### config.mk
export PLATFORM = sky130hd
export DESIGN_NAME = mapper_init_seq_flat
export DESIGN_NICKNAME = d
export VERILOG_FILES = /design/src/rtl/mapper_pkg.sv /design/src/rtl/mapper_init_seq_if.sv /design/src/rtl/mapper_sync_capture.sv /design/src/rtl/mapper_init_seq.sv /design/src/flat_wrapper.sv
export SDC_FILE = /design/constraint.sdc
export NUM_CORES = 1
export LEC_CHECK = 0
export ABC_AREA = 0
export CAP_MARGIN = 5
export CORE_UTILIZATION = 33
export DETAILED_ROUTE_END_ITERATION = 7
export SYNTH_ARGS = -nofsm -noshare
export SYNTH_HDL_FRONTEND = slang
export SYNTH_SLANG_ARGS = --single-unit
### constraint.sdc
create_clock -name CLK -period 2.25 [get_ports CLK]
set_input_delay 0.675 -clock CLK [delete_from_list [all_inputs] [get_ports CLK]]
set_output_delay 0.675 -clock CLK [all_outputs]
set_load 0.05 [all_outputs]
### src/rtl/mapper_pkg.sv
// Shared constants, state and error encodings for the mapper init sequencer.
// MAPPER_GPIO_EN adds the IOCTL/IOSCN registers to the write phase.
package mapper_pkg;

  localparam logic [7:0] ADDR_ACK   = 8'h5A;
  localparam logic [7:0] ADDR_NAK   = 8'hA5;
  localparam logic [7:0] ADDR_LAO   = 8'hC0;
  localparam logic [7:0] ADDR_RAMB  = 8'hC1;
  localparam logic [7:0] ADDR_ROMB0 = 8'hC2;
  localparam logic [7:0] ADDR_ROMB1 = 8'hC3;
  localparam logic [7:0] ADDR_IOCTL = 8'hCC;
  localparam logic [7:0] ADDR_IOSCN = 8'hCD;
  localparam logic [7:0] ADDR_IDLE  = 8'hFF;

  localparam int                  SYNC_LEN  = 18;
  localparam logic [SYNC_LEN-1:0] SYNC_WORD = 18'h05140;

`ifdef MAPPER_GPIO_EN
  localparam int NUM_WR = 6;
`else
  localparam int NUM_WR = 4;
`endif
  // GPIO registers are write-only, so readback always covers C0..C3
  localparam int NUM_RB = 4;
  localparam int IDX_W  = $clog2(NUM_WR);

  typedef enum logic [3:0] {
    ST_IDLE      = 4'd0,
    ST_UNLK_ACK  = 4'd1,
    ST_UNLK_NAK  = 4'd2,
    ST_SYNC      = 4'd3,
    ST_WR_SETUP  = 4'd4,
    ST_WR_STROBE = 4'd5,
    ST_WR_HOLD   = 4'd6,
    ST_RD_ADDR   = 4'd7,
    ST_RD_SAMPLE = 4'd8,
    ST_FIN       = 4'd9
  } state_e;

  typedef enum logic [1:0] {
    ERR_NONE     = 2'd0,
    ERR_SYNC     = 2'd1,
    ERR_READBACK = 2'd2
  } err_e;

  function automatic logic [7:0] reg_addr(input logic [2:0] idx);
    case (idx)
      3'd0:    return ADDR_LAO;
      3'd1:    return ADDR_RAMB;
      3'd2:    return ADDR_ROMB0;
      3'd3:    return ADDR_ROMB1;
      3'd4:    return ADDR_IOCTL;
      3'd5:    return ADDR_IOSCN;
      default: return ADDR_IDLE;
    endcase
  endfunction

endpackage

### src/rtl/mapper_init_seq_if.sv
// Mapper-side bus: register address/data, strobes and the serial sync output.
interface mapper_init_seq_if;
    logic [7:0] ADDR;
    logic [7:0] DQ_O;
    logic       DQ_OE;
    logic [7:0] DQ_I;
    logic       CEn;
    logic       SSn;
    logic       WEn;
    logic       OEn;
    logic       SO_I;

    modport master (
        output ADDR, DQ_O, DQ_OE, CEn, SSn, WEn, OEn,
        input  DQ_I, SO_I
    );

    modport slave (
        input  ADDR, DQ_O, DQ_OE, CEn, SSn, WEn, OEn,
        output DQ_I, SO_I
    );
endinterface

### src/rtl/mapper_sync_capture.sv
// Collects the 18-bit LSB-first sync word from the mapper serial output.
module mapper_sync_capture
    import mapper_pkg::*;
(
    input  logic CLK,
    input  logic RSTn,
    input  logic en,
    input  logic so,
    output logic match,
    output logic valid
);
    logic [SYNC_LEN-1:0] sr;
    logic [4:0]          cnt;
    logic [SYNC_LEN-1:0] word;

    // Word including the bit arriving this edge, so the decision lands on the 18th sample.
    assign word  = {so, sr[SYNC_LEN-1:1]};
    assign valid = en && (cnt == 5'(SYNC_LEN - 1));
    assign match = valid && (word == SYNC_WORD);

    always_ff @(posedge CLK or negedge RSTn) begin
        if (!RSTn) begin
            sr  <= '0;
            cnt <= '0;
        end else if (!en) begin
            sr  <= '0;
            cnt <= '0;
        end else begin
            sr  <= word;
            cnt <= cnt + 5'd1;
        end
    end
endmodule

### src/rtl/mapper_init_seq.sv
// Mapper init sequencer: unlock, sync check, bank register writes and optional readback.
// Define MAPPER_GPIO_EN to also program IOCTL (CC) and IOSCN (CD) after the bank registers.
module mapper_init_seq
    import mapper_pkg::*;
#(
    parameter int VERIFY_RB = 1
) (
    input  logic               CLK,
    input  logic               RSTn,
    input  logic               start,
    input  logic [7:0]         cfg_lao,
    input  logic [7:0]         cfg_ramb,
    input  logic [7:0]         cfg_romb0,
    input  logic [7:0]         cfg_romb1,
`ifdef MAPPER_GPIO_EN
    input  logic [3:0]         cfg_ioctl,
    input  logic [3:0]         cfg_ioscn,
`endif
    output logic               busy,
    output logic               done,
    output logic [1:0]         err_code,
    mapper_init_seq_if.master  bus
);
    localparam logic [IDX_W-1:0] LAST_WR = IDX_W'(NUM_WR - 1);
    localparam logic [IDX_W-1:0] LAST_RB = IDX_W'(NUM_RB - 1);

    state_e                     state;
    err_e                       err_q;
    logic [IDX_W-1:0]           idx;
    logic                       armed;
    logic [NUM_WR-1:0][7:0]     cfg_q;
    logic                       sync_match;
    logic                       sync_valid;

    assign err_code = err_q;

    mapper_sync_capture u_sync (
        .CLK   (CLK),
        .RSTn  (RSTn),
        .en    (state == ST_SYNC),
        .so    (bus.SO_I),
        .match (sync_match),
        .valid (sync_valid)
    );

    // armed stays low for the first edge after reset release so a start there is dropped.
    always_ff @(posedge CLK or negedge RSTn) begin
        if (!RSTn) begin
            state <= ST_IDLE;
            err_q <= ERR_NONE;
            idx   <= '0;
            armed <= 1'b0;
            busy  <= 1'b0;
            done  <= 1'b0;
            cfg_q <= '0;
        end else begin
            armed <= 1'b1;
            case (state)
                ST_IDLE: if (start && armed) begin
                    state    <= ST_UNLK_ACK;
                    busy     <= 1'b1;
                    done     <= 1'b0;
                    err_q    <= ERR_NONE;
                    cfg_q[0] <= cfg_lao;
                    cfg_q[1] <= cfg_ramb;
                    cfg_q[2] <= cfg_romb0;
                    cfg_q[3] <= cfg_romb1;
`ifdef MAPPER_GPIO_EN
                    cfg_q[4] <= {4'h0, cfg_ioctl};
                    cfg_q[5] <= {4'h0, cfg_ioscn};
`endif
                end
                ST_UNLK_ACK: state <= ST_UNLK_NAK;
                ST_UNLK_NAK: state <= ST_SYNC;
                ST_SYNC: if (sync_valid) begin
                    if (sync_match) begin
                        state <= ST_WR_SETUP;
                        idx   <= '0;
                    end else begin
                        state <= ST_FIN;
                        err_q <= ERR_SYNC;
                    end
                end
                ST_WR_SETUP:  state <= ST_WR_STROBE;
                ST_WR_STROBE: state <= ST_WR_HOLD;
                ST_WR_HOLD: if (idx == LAST_WR) begin
                    idx   <= '0;
                    state <= (VERIFY_RB != 0) ? ST_RD_ADDR : ST_FIN;
                end else begin
                    idx   <= idx + 1'b1;
                    state <= ST_WR_SETUP;
                end
                ST_RD_ADDR: state <= ST_RD_SAMPLE;
                ST_RD_SAMPLE: if (bus.DQ_I != cfg_q[idx]) begin
                    err_q <= ERR_READBACK;
                    state <= ST_FIN;
                end else if (idx == LAST_RB) begin
                    state <= ST_FIN;
                end else begin
                    idx   <= idx + 1'b1;
                    state <= ST_RD_ADDR;
                end
                ST_FIN: begin
                    state <= ST_IDLE;
                    busy  <= 1'b0;
                    done  <= 1'b1;
                end
                default: state <= ST_IDLE;
            endcase
        end
    end

    // Register accesses use SSn with CEn held high so ROM/RAM never see an enable.
    always_comb begin
        bus.ADDR  = ADDR_IDLE;
        bus.DQ_O  = '0;
        bus.DQ_OE = 1'b0;
        bus.CEn   = 1'b1;
        bus.SSn   = 1'b1;
        bus.WEn   = 1'b1;
        bus.OEn   = 1'b1;
        case (state)
            ST_UNLK_ACK: bus.ADDR = ADDR_ACK;
            ST_UNLK_NAK: bus.ADDR = ADDR_NAK;
            ST_WR_SETUP, ST_WR_STROBE, ST_WR_HOLD: begin
                bus.ADDR  = reg_addr(3'(idx));
                bus.DQ_O  = cfg_q[idx];
                bus.DQ_OE = 1'b1;
                bus.SSn   = 1'b0;
                bus.WEn   = (state != ST_WR_STROBE);
            end
            ST_RD_ADDR, ST_RD_SAMPLE: begin
                bus.ADDR = reg_addr(3'(idx));
                bus.SSn  = 1'b0;
                bus.OEn  = 1'b0;
            end
            default: ;
        endcase
    end
endmodule

### src/flat_wrapper.sv
// flat-port wrapper written by rule: the top's interface ports become plain ports
module mapper_init_seq_flat import mapper_pkg::*;
#(
    parameter int VERIFY_RB = 1
)
  (CLK, RSTn, start, cfg_lao, cfg_ramb, cfg_romb0, cfg_romb1, busy, done, err_code, bus_ADDR, bus_DQ_O, bus_DQ_OE, bus_CEn, bus_SSn, bus_WEn, bus_OEn, bus_DQ_I, bus_SO_I);
  mapper_init_seq_if bus_i ();
  input  logic CLK;
  input  logic RSTn;
  input  logic start;
  input  logic [7:0] cfg_lao;
  input  logic [7:0] cfg_ramb;
  input  logic [7:0] cfg_romb0;
  input  logic [7:0] cfg_romb1;
  output logic busy;
  output logic done;
  output logic [1:0] err_code;
  output wire logic [$bits(bus_i.ADDR)-1:0] bus_ADDR;
  output wire logic [$bits(bus_i.DQ_O)-1:0] bus_DQ_O;
  output wire logic [$bits(bus_i.DQ_OE)-1:0] bus_DQ_OE;
  output wire logic [$bits(bus_i.CEn)-1:0] bus_CEn;
  output wire logic [$bits(bus_i.SSn)-1:0] bus_SSn;
  output wire logic [$bits(bus_i.WEn)-1:0] bus_WEn;
  output wire logic [$bits(bus_i.OEn)-1:0] bus_OEn;
  input wire logic [$bits(bus_i.DQ_I)-1:0] bus_DQ_I;
  input wire logic [$bits(bus_i.SO_I)-1:0] bus_SO_I;
  assign bus_ADDR = bus_i.ADDR;
  assign bus_DQ_O = bus_i.DQ_O;
  assign bus_DQ_OE = bus_i.DQ_OE;
  assign bus_CEn = bus_i.CEn;
  assign bus_SSn = bus_i.SSn;
  assign bus_WEn = bus_i.WEn;
  assign bus_OEn = bus_i.OEn;
  assign bus_i.DQ_I = bus_DQ_I;
  assign bus_i.SO_I = bus_SO_I;
  mapper_init_seq #(.VERIFY_RB(VERIFY_RB)) u_core (.CLK(CLK), .RSTn(RSTn), .start(start), .cfg_lao(cfg_lao), .cfg_ramb(cfg_ramb), .cfg_romb0(cfg_romb0), .cfg_romb1(cfg_romb1), .busy(busy), .done(done), .err_code(err_code), .bus(bus_i));
endmodule
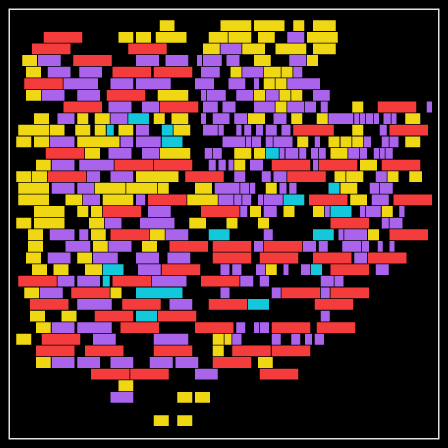
Fig. 1. Placed cells, one color a class.
- clock drivers and dummy loads: cyan (cells 16)
- registers: red (cells 65)
- remaining logic cells: purple (cells 186)
- remaining buffers and delay cells: yellow (cells 125)

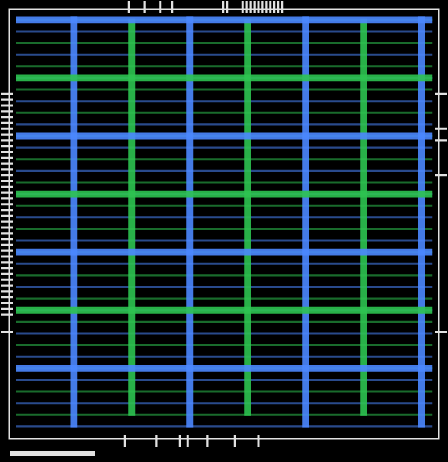
Fig. 2. PDN straps and rails.
Scale bar: 20 um. Pins as bars on the die edge.
- VSS: blue
- VDD: green
- met4 straps: 7
- met1 rails: 36
- rows: 35
- signal pins: 69
- met5 straps: 7

==> run summary <==
Compound Share, Synth -> 5.54%
Routability cong. -> 0.785
Relative slew slack -> 66.6%
Final Hold Viols -> 0
Die ar. -> 10000 um2
Commonest non-fill, non-tap cells in the layout -> dfrtp_1, clkdlybuf4s50_1, buf_4
Sequential power share -> 26.0%
H-Tree Depth -> 3
Most frequent CP cell -> buf_12
Clock Path Buffers -> 2
Arr. time, crit path -> 1.79 ns
Grt met3 use -> 5.15%
Fmax -> 0.406 GHz
Multi-input gates -> 183
Biggest register -> u_core.cfg_q
DR top layer -> met4
Setup ws final -> -0.211 ns
Dominant kind of cell by area -> multi-input combinational cells
M1 wire length -> 3810 um
Chip area line of the yosys report -> 3180 um2
Largest net degree at the start of global routing -> 35
Remaining antenna violation count -> 0
Crit-path slowest cell -> mux4_2
Yosys warning tally -> 0
Setup WS pre-CTS -> -0.407 ns
Largest regs -> u_core.cfg_q (32), u_core.u_sync.sr (17), u_core.u_sync.cnt (5)
Final Cell Area -> 5160 um2
Most frequent cell after synthesis -> dfrtp_1
Flop share of the area -> 31.5%
CP Depth -> 4
Switching power -> 2.54 mW
Die y size -> 100 um
Mapped Area -> 3180 um2
Comb. cell area -> 1780 um2
Reg2Reg Setup Slack -> -0.16 ns
Log Warnings -> 33
Violated checks -> setup timing
Placed cell count -> 470
Diodes inserted -> 0
Clock group power -> 0.980 mW
Asr flop ratio synth -> 100%
Switching Fraction -> 36.4%
Pwr Total -> 6.98 mW
Post-Synthesis Cells -> 268
Core region area -> 9280 um2
Flip-flops with a built-in enable -> 0
Commonest Layout Cell -> dfrtp_1
PD cells -> 1350 nW/um2
Slew @ Worst Pin -> 0.501 ns
Global-route wire length before repair -> 13400 um
Logic share of the area -> 34.5%
CP peak stage delay -> 0.54 ns
Reg2reg path depth -> 8
Routed WL -> 8540 um
I/O Buffers -> 67
CTS tree -> yes
Internal power -> 4.44 mW
Met2 wire length -> 4070 um
Dominant comb cell -> multiplexers
Final setup viols -> 18
DRT Pass-1 Iters -> 4
Inverter count -> 3
Sink Count -> 65
Post-route setup TNS -> -2.50 ns
Status -> finished, violations left
Total CTS buffers -> 9
No activity file was given, so power comes from the tool's default toggle rates.
